Clock network drawn from the DEF:
Bar = 20 um.
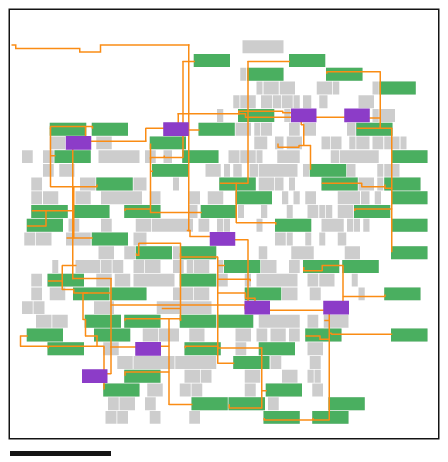
Sequential cells grouped by signal name:
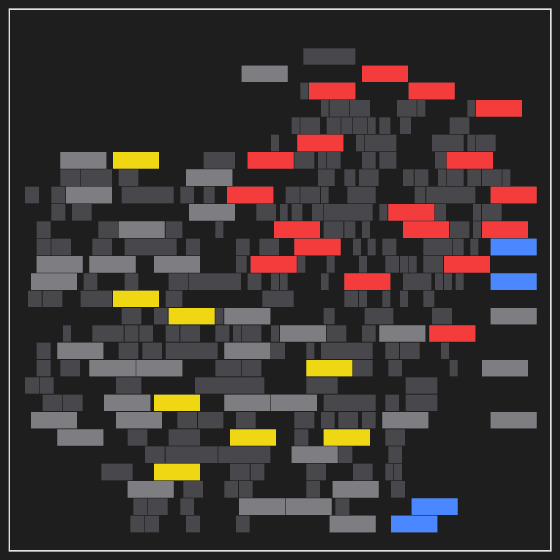
Clock nets:
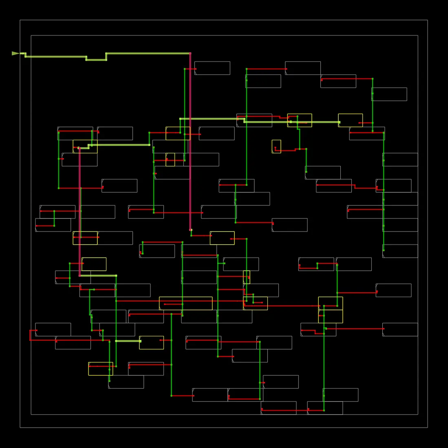
Placed cells, one color a class:
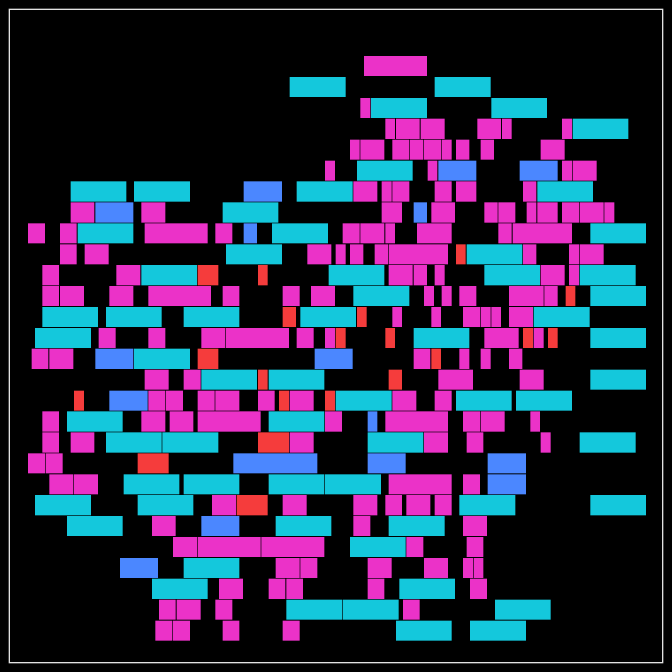
Selected gate families:
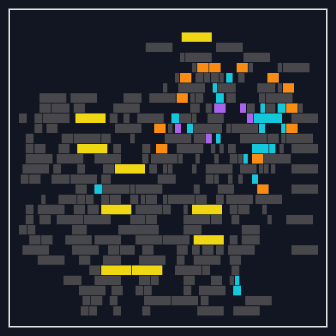
==> config.mk <==
export PLATFORM = sky130hd
export DESIGN_NAME = sseg_scan_mux
export DESIGN_NICKNAME = d
export VERILOG_FILES = /design/src/rtl/sseg_scan_mux.sv
export SDC_FILE = /design/constraint.sdc
export NUM_CORES = 1
export LEC_CHECK = 0
export CORE_MARGIN = 2
export CORE_UTILIZATION = 40
export DETAILED_ROUTE_END_ITERATION = 16
export DONT_BUFFER_PORTS = 1
export GPL_TIMING_DRIVEN = 0
export SLEW_MARGIN = 30
export SYNTH_ARGS = -nofsm -noshare
export SYNTH_HDL_FRONTEND = slang
export SYNTH_SLANG_ARGS = --single-unit
==> constraint.sdc <==
create_clock -name clk -period 2.2 [get_ports clk]
set_input_delay 0.33 -clock clk [delete_from_list [all_inputs] [get_ports clk]]
set_output_delay 0.33 -clock clk [all_outputs]
set_load 0.03 [all_outputs]
==> reports/results.ini <==
[run_status]
status=finished, final reports clean

[pwr]
powerDensity_nw_per_um2=763.6
p_int_mw=1.768
sequentialPowerShare_pct=51.5
p_leak_nw=1.128
p_comb_share_pct=1.5
switching_share_pct=20.96

[sta]
period_minus_slack_ns=2.061
tightest_slew_ns=0.5444
finalHoldViolations=0
timing.final.crit_share_pct=93.69
fmax_ghz=0.4851
worst_hold_slack_ns=0.2260
setup_viol=0
worst_slack_ns=0.1387

[placed_design]
gp_congestion=0.7427
io_buffers=0
post-place-ws_ns=-0.01750
postPlaceCellArea_sq_um=2709

[run]
cap_viol_max_count=0
tool_warnings=28

[clock_network]
postCtsHoldBufs=0
htreeDepth=3
cts_num_sinks=63
root_buffer=clkbuf_8
cts_tree=built
clk_path_buf_depth=2
path_clk_slew_ns=0.07

[detailed_routing]
drc=0
ant_nets=0
routed_via_density=5.507
initialDrtViolationCount=91

[die]
die_h_um=84.82
pin_count=51
fp-utilization_pct=41.14

[critical_path]
arrival_ns=2.29
slowest_delay_ns=0.41
worst-setup-path-type=flip-flop to flip-flop
crit_required_ns=2.43
end_kind=flip-flop
crit_cells=6
crit_family=simple AND/OR/NAND/NOR gates
rr_worst_depth=6
critPathMaxFanout=10
crit_slowest_cell=nor4_4

[yosys]
ys.flop_type=dfxtp_1
async_flop_share_pct=0
ys_warn_count=0
ys_cells=245
mux_share_pct=7.759
aoi_share_pct=12.50
xor_share_pct=4.358
numSynthFlops=63
ys_seq_share_pct=48.28
edf_count=0
ys_chip_area_sq_um=2613
syn-num-nets=285
adder_share_pct=0.9579

[global_routing]
grt_pass1_vias=1804
grt_pass1_wl_um=9342
antenna_found_initial=0
grt.total_usage_pct=17.06
grt-ovfl-total=0

[cells_and_area]
fillers=599
areaGrowthSynthToFinish_pct=12.12
drive_above_1_share_pct=17.56

Back to the opening pictures, 'clock network drawn from the DEF':
[purple] clock drivers | count: 9
[orange] clock wires | length: 872 um
[green] flip-flops | count: 63
flops lie: spread over the die
routed clock nets: 10
Clock Power: 1.05 mW
Latency at later pin: 0.34 ns
Final Skew: 0.008395 ns
clock group share of total power: 47.0%

Back to the opening pictures, 'sequential cells grouped by signal name':
[blue] an | sequential cells: 4
[red] scan_q | sequential cells: 18
[yellow] shadow1_q | sequential cells: 8
not colored: 33
P_seq: 1.15 mW
fraction of area in registers: 43.06%
FF/Latch Area: 1261 sq um

Back to the opening pictures, 'clock nets':
flip-flops: 63
number of buffers created by CTS: 9

Back to the opening pictures, 'placed cells, one color a class':
[magenta] combinational and other logic | cells: 163 | share of their area: 44%
[cyan] sequential cells | cells: 63 | share of their area: 45%
[red] remaining buffers and delay cells | cells: 20 | share of their area: 3.8%
[blue] clock drivers and dummy loads | cells: 16 | share of their area: 7.4%
fin util: 46.13%
Cell Rows: 29
core box area: 6350 sq um
final instance area: 2929 sq um

Back to the opening pictures, 'selected gate families':
[yellow] mux cells | cells: 9 | most used: mux4_2
[cyan] nand cells | cells: 18 | most used: nand2_1
[orange] xor and xnor cells | cells: 13 | most used: xnor2_1
[purple] aoi and oai cells | cells: 5 | most used: a21oi_1
Finished Layout Cells: 339
most frequent logic cell in the layout: dfxtp_1
logic share of the area: 41.95%

routing by layer:
layer  track usage [%]  wire length [um]  up-vias
li1                  -                 -      923
met3             7.198               296        4
met5                 0                 0        -
met1             21.93              2697      904
met4             6.349                63        0
met2             25.70              2607       36
per-stage QoR:
step | setup TNS (ns) | cells | power, mW
2_1_floorplan | 0 | 245 | 1.200
3_3_place_gp | -0.01184 | 322 | 1.211
3_5_place_dp | -0.1427 | 322 | 1.211
4_1_cts | 0 | 338 | 2.261
5_1_grt | -0.001172 | 339 | 2.309
6_report | 0 | 339 | 2.237
cell usage after synthesis, types with 3 or more instances:
cell	number	share of area, %
nand2_1	6	0.86
xor2_1	5	1.7
nor2_1	18	2.6
or3_1	4	0.96
buf_6	3	1.3
clkbuf_1	14	2.0
xnor2_1	8	2.7
nand4_1	3	0.72
or2_2	8	1.9
a21oi_1	3	0.57
nand3_1	5	0.96
mux4_2	9	7.8
inv_1	7	1.0
nor3_1	3	0.57
a211o_1	32	11
dfxtp_1	63	48
or4_1	3	0.86
and3_1	32	7.7
power by group through the flow:
stage          combinational (mW)  clock (mW)  sequential (mW)
2_1_floorplan              0.0250           0             1.18
3_3_place_gp               0.0346           0             1.18
3_5_place_dp               0.0349           0             1.18
4_1_cts                    0.0351        1.08             1.15
5_1_grt                    0.0393        1.12             1.15
6_report                   0.0342        1.05             1.15
cell type report:
| cell class | instances | area, sq um | area share, % |
|---|---|---|---|
| flip-flops and latches | 63 | 1261 | 43.06 |
| multi-input cells | 156 | 1229 | 41.95 |
| clock buffers | 13 | 168.9 | 5.767 |
| well taps | 77 | 96.34 | 3.289 |
| plain buffers | 18 | 92.59 | 3.161 |
| clock inverters | 3 | 40.04 | 1.367 |
| inverters | 7 | 26.28 | 0.8971 |
| repair buffers | 2 | 15.01 | 0.5126 |
Power and IR drop assume default switching activity.
